### src/rtl/alu_arbiter.sv
// Round-robin arbiter/sequencer sharing one combinational ALU between two requesters.
// One operation is captured, executed and returned every three cycles.

module alu #(
    parameter int unsigned WIDTH = 16
) (
    input  logic [1:0]       op,
    input  logic [WIDTH-1:0] i0,
    input  logic [WIDTH-1:0] i1,
    output logic [WIDTH-1:0] o,
    output logic             cout
);

    // 00 add, 01 subtract (cout = borrow), 10 and, 11 or
    always_comb begin
        o    = '0;
        cout = 1'b0;
        unique case (op)
            2'b00:   {cout, o} = {1'b0, i0} + {1'b0, i1};
            2'b01:   {cout, o} = {1'b0, i0} - {1'b0, i1};
            2'b10:   o = i0 & i1;
            default: o = i0 | i1;
        endcase
    end

endmodule

module alu_arbiter #(
    parameter int unsigned WIDTH = 16
) (
    input  logic             clk,
    input  logic             reset,
    input  logic             req0,
    input  logic             req1,
    input  logic [1:0]       op0,
    input  logic [1:0]       op1,
    input  logic [WIDTH-1:0] a0,
    input  logic [WIDTH-1:0] a1,
    input  logic [WIDTH-1:0] b0,
    input  logic [WIDTH-1:0] b1,
    output logic             gnt0,
    output logic             gnt1,
    output logic             done0,
    output logic             done1,
    output logic [WIDTH-1:0] result,
    output logic             carry,
    output logic             busy
);

    localparam int unsigned OP_W = 2;

    typedef enum logic [1:0] {
        IDLE = 2'd0,
        EXEC = 2'd1,
        DONE = 2'd2
    } state_e;

    state_e            state_q, state_d;
    logic              last_q, last_d;
    logic              owner_q, owner_d;
    logic [OP_W-1:0]   op_q, op_d;
    logic [WIDTH-1:0]  a_q, a_d;
    logic [WIDTH-1:0]  b_q, b_d;
    logic [WIDTH-1:0]  result_q, result_d;
    logic              carry_q, carry_d;
    logic              gnt0_q, gnt0_d;
    logic              gnt1_q, gnt1_d;
    logic              done0_q, done0_d;
    logic              done1_q, done1_d;
    logic              busy_q, busy_d;
    logic              win_c;
    logic [WIDTH-1:0]  alu_o;
    logic              alu_cout;

    // Contention goes to the requester that did not win last time
    assign win_c = (req0 && req1) ? !last_q : req1;

    alu #(.WIDTH(WIDTH)) u_alu (
        .op   (op_q),
        .i0   (a_q),
        .i1   (b_q),
        .o    (alu_o),
        .cout (alu_cout)
    );

    always_ff @(posedge clk or negedge reset) begin
        if (!reset) begin
            state_q <= IDLE;
        end else begin
            state_q <= state_d;
        end
    end

    always_comb begin
        state_d = state_q;
        unique case (state_q)
            IDLE:    if (req0 || req1) state_d = EXEC;
            EXEC:    state_d = DONE;
            DONE:    state_d = IDLE;
            default: state_d = IDLE;
        endcase
    end

    always_comb begin
        owner_d  = owner_q;
        last_d   = last_q;
        op_d     = op_q;
        a_d      = a_q;
        b_d      = b_q;
        result_d = result_q;
        carry_d  = carry_q;
        gnt0_d   = 1'b0;
        gnt1_d   = 1'b0;
        done0_d  = 1'b0;
        done1_d  = 1'b0;
        busy_d   = (state_d != IDLE);
        unique case (state_q)
            IDLE: begin
                if (req0 || req1) begin
                    owner_d = win_c;
                    op_d    = win_c ? op1 : op0;
                    a_d     = win_c ? a1 : a0;
                    b_d     = win_c ? b1 : b0;
                    gnt0_d  = !win_c;
                    gnt1_d  = win_c;
                end
            end
            EXEC: begin
                result_d = alu_o;
                carry_d  = alu_cout;
                done0_d  = !owner_q;
                done1_d  = owner_q;
                last_d   = owner_q;
            end
            default: ;
        endcase
    end

    always_ff @(posedge clk or negedge reset) begin
        if (!reset) begin
            last_q   <= 1'b1;
            owner_q  <= 1'b0;
            op_q     <= '0;
            a_q      <= '0;
            b_q      <= '0;
            result_q <= '0;
            carry_q  <= 1'b0;
            gnt0_q   <= 1'b0;
            gnt1_q   <= 1'b0;
            done0_q  <= 1'b0;
            done1_q  <= 1'b0;
            busy_q   <= 1'b0;
        end else begin
            last_q   <= last_d;
            owner_q  <= owner_d;
            op_q     <= op_d;
            a_q      <= a_d;
            b_q      <= b_d;
            result_q <= result_d;
            carry_q  <= carry_d;
            gnt0_q   <= gnt0_d;
            gnt1_q   <= gnt1_d;
            done0_q  <= done0_d;
            done1_q  <= done1_d;
            busy_q   <= busy_d;
        end
    end

    assign gnt0   = gnt0_q;
    assign gnt1   = gnt1_q;
    assign done0  = done0_q;
    assign done1  = done1_q;
    assign result = result_q;
    assign carry  = carry_q;
    assign busy   = busy_q;

endmodule

### config.mk
export PLATFORM = sky130hd
export DESIGN_NAME = alu_arbiter
export DESIGN_NICKNAME = d
export VERILOG_FILES = /design/src/rtl/alu_arbiter.sv
export SDC_FILE = /design/constraint.sdc
export NUM_CORES = 1
export LEC_CHECK = 0
export CORE_MARGIN = 2
export CORE_UTILIZATION = 50
export CTS_CLUSTER_SIZE = 28
export DETAILED_ROUTE_END_ITERATION = 12
export MAX_ROUTING_LAYER = met4
export PLACE_DENSITY = 0.79
export SKIP_LAST_GASP = 1
export SYNTH_ARGS = -nofsm -noshare
export SYNTH_HDL_FRONTEND = slang
export SYNTH_SLANG_ARGS = --single-unit
### constraint.sdc
create_clock -name clk -period 3.3 [get_ports clk]
set_input_delay 0.66 -clock clk [delete_from_list [all_inputs] [get_ports clk]]
set_output_delay 0.66 -clock clk [all_outputs]
set_load 0.01 [all_outputs]
==> results.yml, run 1 <==
# synthesis and place-and-route metrics
final_timing:
  whs_ns: 0.372
  setup_viol: 0
  rsz0062_at_grt: "false"
  hold_violations: 0
  worst_slew_pin_slew_ns: 0.755
  min_period_over_period_pct: 85.2
  fmax_mhz: 356
  maxSlewHeadroom_pct: 49.7
placement:
  gp_congestion: 0.880
  dp_cells: 691
  dp_hpwl_mm: 8.91
  io_buffers: 93
grt:
  grt-ovfl-total: 0
  grt_usage_pct: 25.6
  grt_max_degree: 37
  antenna_found_initial: 0
  first_global_vias: 3974
finish:
  syn2layout_area_growth_pct: 27.5
  drive_above_1_share_pct: 6.18
  diodes: 0
  final_cells: 707
  nNetsFinal: 719
  layout_top_cells: "clkdlybuf4s50_1, dfrtp_1, ha_1, o21ai_0"
  layout.cells.most_common: "clkdlybuf4s50_1"
setup_path:
  crit_slowest_cell: "fa_1"
  required_ns: 3.50
  critPathLaunchType: "flop"
  slowest_delay_ns: 0.39
  critical_path_buf_inv_count: 1
  cp.arrival_ns: 3.01
  critPathTopFamily: "AND-OR/OR-AND gates"
  crit_top_cell: "a221oi_2"
  crit_path_end_kind: "flop"
  cp_max_fo: 3
synthesis:
  topCellsByArea: "dfrtp_1, ha_1, o21ai_0"
  top_cell: "dfrtp_1"
  enable_flop_cells: 0
  common_cells: "dfrtp_1, ha_1, o21ai_0"
  ys_sh_simple_pct: 12.6
  ys_sh_adder_pct: 15.4
  postSynthSeqShare_pct: 34.1
  topCombFamilyByArea: "AND-OR/OR-AND gates"
  yosysUniqueCellTypes: 58
  mux_share_pct: 3.86
  ys_area_sq_mm: 0.00441
  synth.cell_area_sq_mm: 0.00441
  synth_warnings: 0
  top_cell_area_share_pct: 33.5
  yosys-stat-cells: 506
  ys_async_sr_fraction_pct: 100
  ys.flop_type: "dfrtp_1"
  top_area_cell: "dfrtp_1"
detailed_routing:
  first_pass_iters: 5
  drc: 0
  drt_iter0_drc: 351
  wire_per_inst_um: 16.5
  ant_nets: 0
  drt-total-wl_mm: 11.7
run:
  tool_warnings: 61
  maxCapViolations: 0
status:
  status: "finished clean"
clock_tree:
  htree_levels: 3
  tritoncts: "built"
  cts-buffers-inserted: 9
  clock_sinks: 60
  holdBufCountCts: 0
  cts_resized: 0
  clockBufferDepth: 2
  cts_setup_buffers: 0
floorplanning:
  initial_core_util_pct: 51.1
  chipArea_sq_mm: 0.00959
worst_hold_path:
  hold_class: "primary input to asynchronous set/reset pin"
power:
  peakVddDrop_v: 0.000557
==> run 1: cell type report <==
type                       instances  area, sq um
clock buffer                      14          173
clock inverter                     2         10.0
fill                             734         3020
inverter                          45          169
multi-input combinational        375         2630
sequential                        60         1500
tap                              108          135
timing repair buffer             103         1000
==> run 1: final timing paths <==
check / startpoint / endpoint / slack, ns / depth (start not counted)
setup / recovery: a_q[0] / result[14] / 0.49 / 10
hold / removal: reset / b_q[2] / 0.37 / 1
setup reg to reg: a_q[0] / result[14] / 0.49 / 10
hold reg to reg: owner_q / done0 / 0.48 / 1
max in group asynchronous: reset / a_q[11] / 2.19 / 2
min in group clk: owner_q / done0 / 0.48 / 1
==> run 1: metrics by stage <==
step	util, %	cell area [sq um]	setup slack [ns]	power [mW]
6_report	65.1	5620	0.490	6.26
5_1_grt	65.1	5620	0.417	6.83
4_1_cts	65.1	5620	0.538	6.25
3_5_place_dp	63.0	5440	0.564	5.60
3_3_place_gp	63.0	5440	0.696	5.49
2_1_floorplan	-	4410	0.867	4.39
==> run 1: layer usage <==
metal | up-vias | part of all wire (%) | global-route usage (%)
met5 | - | 0 | -
met4 | 0 | 1.8 | 6.84
met3 | 21 | 6.3 | 4.58
met2 | 146 | 47 | 41.0
met1 | 1869 | 45 | 33.7
li1 | 1956 | - | -
==> run 1: sequential cells by signal, indices dropped and copies added (netlist names), 2 cells and up <==
name     cells
a_q         16
b_q         16
op_q         2
result      16
state_q      2
==> run 1: power by group <==
part / internal [mW] / total, mW / switching [mW]
clock: 0.333 / 0.628 / 0.295
combinational: 1.78 / 4.24 / 2.46
sequential: 1.11 / 1.39 / 0.283
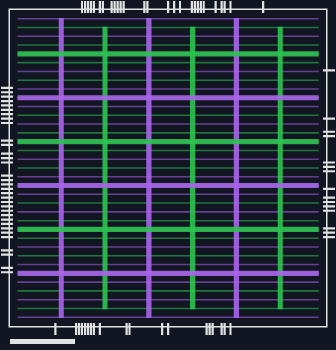
run_1/power_grid.png
Bar = 20 um. Pins as bars on the die edge.
| net | colour |
|---|---|
| VSS | purple |
| VDD | green |
met1 rails: 35
met5 straps: 6
met4 straps: 6
signal pins: 94
rows: 34
die y size: 97.9 um
Die Wd: 97.9 um
core area: 0.00864 sq mm

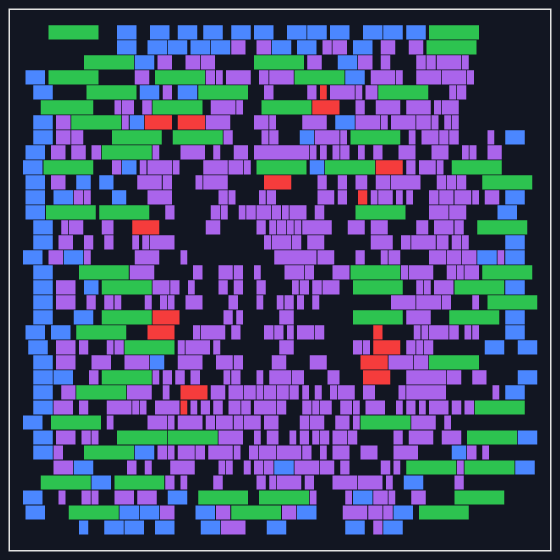
run_1/placement_by_type.png
| class | colour | cells | share of their area |
|---|---|---|---|
| remaining buffers and delay cells | blue | 103 | 18% |
| sequential cells | green | 60 | 27% |
| combinational and other logic | purple | 420 | 51% |
| clock drivers and dummy loads | red | 16 | 3.3% |

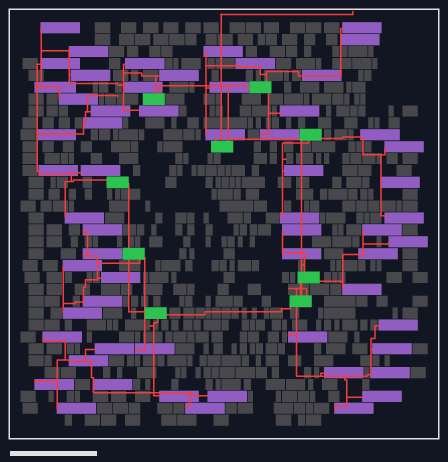
run_1/clk_routes.png
Bar = 20 um.
[flip-flops] purple | count: 60
[clock drivers] green | count: 9
[clock wires] red | length: 871 um
flops lie: spread over the die
clk ins delay skew pair: 0.35 ns
proportion of power drawn by the clock network: 10.0%
Final Skew: 0.0161 ns

==> run 2, diff against run 1 <==
--- a/config.mk
+++ b/config.mk
@@ -7,6 +7,7 @@
 export LEC_CHECK = 0
 export CORE_MARGIN = 2
 export CORE_UTILIZATION = 50
+export CTS_CLUSTER_DIAMETER = 200
 export CTS_CLUSTER_SIZE = 28
 export DETAILED_ROUTE_END_ITERATION = 12
 export MAX_ROUTING_LAYER = met4
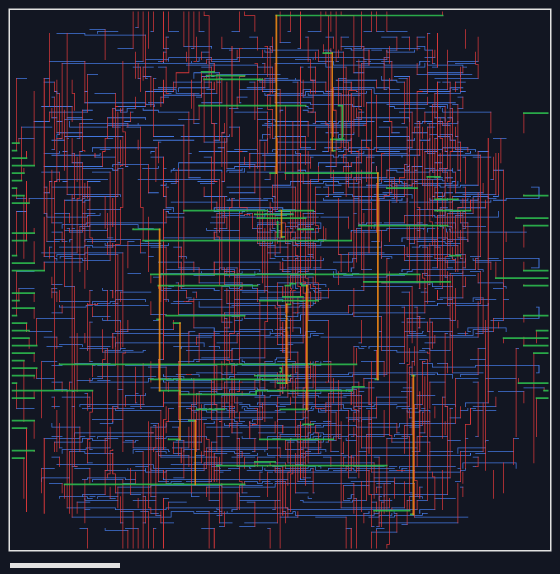
run_2/wires.png
Bar = 20 um.
| layer | colour | wire length |
|---|---|---|
| metal 3 | green | 735 um |
| metal 2 | red | 5510 um |
| metal 1 | blue | 5240 um |
| metal 4 | orange | 212 um |
Tot GR Track Use: 25.6%
routed wire length: 11.7 mm
via count: 3992
WL/cell: 16.5 um

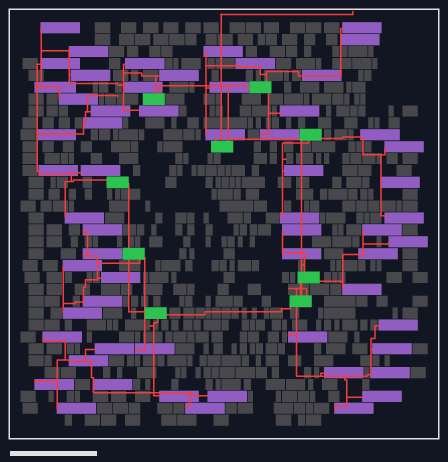
run_2/clk_routes.png
Bar = 20 um.
[flip-flops] purple | count: 60
[clock wires] red | length: 871 um
[clock drivers] green | count: 9
flops lie: spread over the die
routed clock nets: 10

==> run 2 against run 1 <==
  * Register-to-register slack is essentially flat
  * Sequential power is essentially flat
  * Power is the same
  * Final cell count is the same
  * Die size is the same
  * Cell area is the same
  * Highest routed layer unchanged
  * Area after synthesis is the same
  * Core utilization is the same
  * Count of clock-buffer cells in the layout is the same
  * Synthesized cell count is the same
  * Largest power group unchanged
==> results.yml, run 2 <==
# synthesis and place-and-route metrics
synthesis:
  yosys-stat-cells: 506
  ys.flop_type: "dfrtp_1"
  topCellsByArea: "dfrtp_1, ha_1, o21ai_0"
  top_cell_area_share_pct: 33.5
  ys_async_sr_fraction_pct: 100
  synthCells: 506
  ys_sh_adder_pct: 15.4
  mux_share_pct: 3.86
  common_cells: "dfrtp_1, ha_1, o21ai_0"
  synth.cell_area_sq_mm: 0.00441
  ys_area_sq_mm: 0.00441
  synth_warnings: 0
  ys_sh_simple_pct: 12.6
  enable_flop_cells: 0
  synthAoiAreaFrac_pct: 25.2
  top_area_cell: "dfrtp_1"
  syn_avg_cell_area_sq_um: 8.71
  yosysUniqueCellTypes: 58
  top_cell: "dfrtp_1"
  synth_nets: 631
  topCombFamilyByArea: "AND-OR/OR-AND gates"
  ys_ff: 60
  postSynthSeqShare_pct: 34.1
grt:
  grt_util_met2_pct: 41.0
  busiest_layer: "met2"
  grt_pass1_wl_mm: 19.3
  grtUsageMet1_pct: 33.7
  grt_max_degree: 37
  grt-ovfl-total: 0
  antenna_found_initial: 0
  met3_usage_pct: 4.58
  first_global_vias: 3974
clock_tree:
  clock_latency_ns: 0.35
  clk_pin_slew_ns: 0.08
  clockBufferDepth: 2
  clock_sinks: 60
  htree_levels: 3
  cts_setup_buffers: 0
  tritoncts: "built"
  cts-buffers-inserted: 9
  cts_resized: 0
  holdBufCountCts: 0
  root_buffer: "clkbuf_8"
final_timing:
  maxSlewHeadroom_pct: 49.7
  fmax_mhz: 356
  fin_crit_ns: 2.81
  fin_worst_skew_ns: 0.0161
  rsz0062_at_grt: "false"
  whs_ns: 0.372
  worst_slew_pin_slew_ns: 0.755
  drv_slew: 0
  min_period_over_period_pct: 85.2
  hold_violations: 0
  setup_tns_ns: 0
  setup_viol: 0
floorplanning:
  chipArea_sq_mm: 0.00959
  coreArea_sq_mm: 0.00864
  fp.dieH_um: 97.9
  die_w_um: 97.9
  rows: 34
  io_pins: 94
  initial_core_util_pct: 51.1
placement:
  placed_cell_area_sq_mm: 0.00544
  gp_congestion: 0.880
  dp_hpwl_mm: 8.91
  io_buffers: 93
detailed_routing:
  drt_iter0_drc: 351
  first_pass_iters: 5
  drc: 0
  ant_nets: 0
power:
  p_leak_nw: 2.50
  pwr_density_cell_mw_per_mm2: 1110
  total_power_mw: 6.26
  peakVddDrop_v: 0.000557
setup_path:
  crit_slowest_cell: "fa_1"
  crit_type: "flop to flop"
  cp_cell_sequence: "inv_1 -> ha_1 -> fa_1 -> or2_1 -> a221oi_1 -> o41a_1 -> a221oi_2 -> a221oi_2 -> xnor2_1 -> o221ai_1"
  cp.arrival_ns: 3.01
  slowest_delay_ns: 0.39
  cp_max_fo: 3
  critPathLaunchType: "flop"
  crit_path_end_kind: "flop"
  crit_top_cell: "a221oi_2"
  rrSetupSlack_ns: 0.49
  required_ns: 3.50
finish:
  diodes: 0
  layout_top_cells: "clkdlybuf4s50_1, dfrtp_1, ha_1, o21ai_0"
  nNetsFinal: 719
  layout.cells.most_common: "clkdlybuf4s50_1"
  drive_above_1_share_pct: 6.18
  syn2layout_area_growth_pct: 27.5
  finish.instance_area_sq_mm: 0.00562
run:
  tool_warnings: 61
  maxCapViolations: 0
status:
  status: "finished clean"
worst_hold_path:
  hold_class: "primary input to asynchronous set/reset pin"
## run 2: cell counts after synthesis
Identical to the previous run, type by type.
## run 2: per-stage QoR
| stage | worst slack (ns) | util, % | cells |
|---|---|---|---|
| final | 0.490 | 65.1 | 707 |
| after global routing | 0.417 | 65.1 | 707 |
| after CTS | 0.538 | 65.1 | 707 |
| after detailed placement | 0.564 | 63.0 | 691 |
| after global placement | 0.696 | 63.0 | 691 |
| after floorplan | 0.867 | - | 506 |
## run 2: critical path, delay by kind of cell (launching register included)
kind	cells	cell delay, ns
buf+inv	1	0.07
fa+ha+maj	2	0.62
flops	1	0.35
simple gates	1	0.27
xor+xnor	1	0.17
compound gates	5	1.20
## run 2: worst paths after layout
kind | from | end | cells after the start
max in group asynchronous | reset | a_q[11] | 2
min in group clk | owner_q | done0 | 1
worst min-delay path | reset | b_q[2] | 1
worst min register to register | owner_q | done0 | 1
worst max register to register | a_q[0] | result[14] | 10
worst max-delay path | a_q[0] | result[14] | 10
## run 2: metal layers
metal,routed length [um],vias up
li1,-,1956
met1,5240,1869
met2,5510,146
met3,734,21
met4,212,0
met5,0,-
## run 2: where the power goes
part | leakage, nW | switching (mW) | total (mW) | internal, mW
registers | 0.733 | 0.283 | 1.39 | 1.11
clock network | 0.0965 | 0.295 | 0.628 | 0.333
logic | 1.67 | 2.46 | 4.24 | 1.78
## run 2: final cells by class
class                           count  area [sq um]
Inverter                           45           169
Multi-Input combinational cell    375          2630
Sequential cell                    60          1500
Clock inverter                      2          10.0
Fill cell                         734          3020
Tap cell                          108           135
Clock buffer                       14           173
Timing Repair Buffer              103          1000
## run 2: logic make-up after synthesis
kind of cell,Yosys count
AOI/OAI and AO/OA,173
and+or+nand+nor,119
buffers and inverters,71
DFF,60
adders and majority gates,53
muxes,17
xor gates and xnor gates,13
Power is estimated from default activity; no workload was simulated.
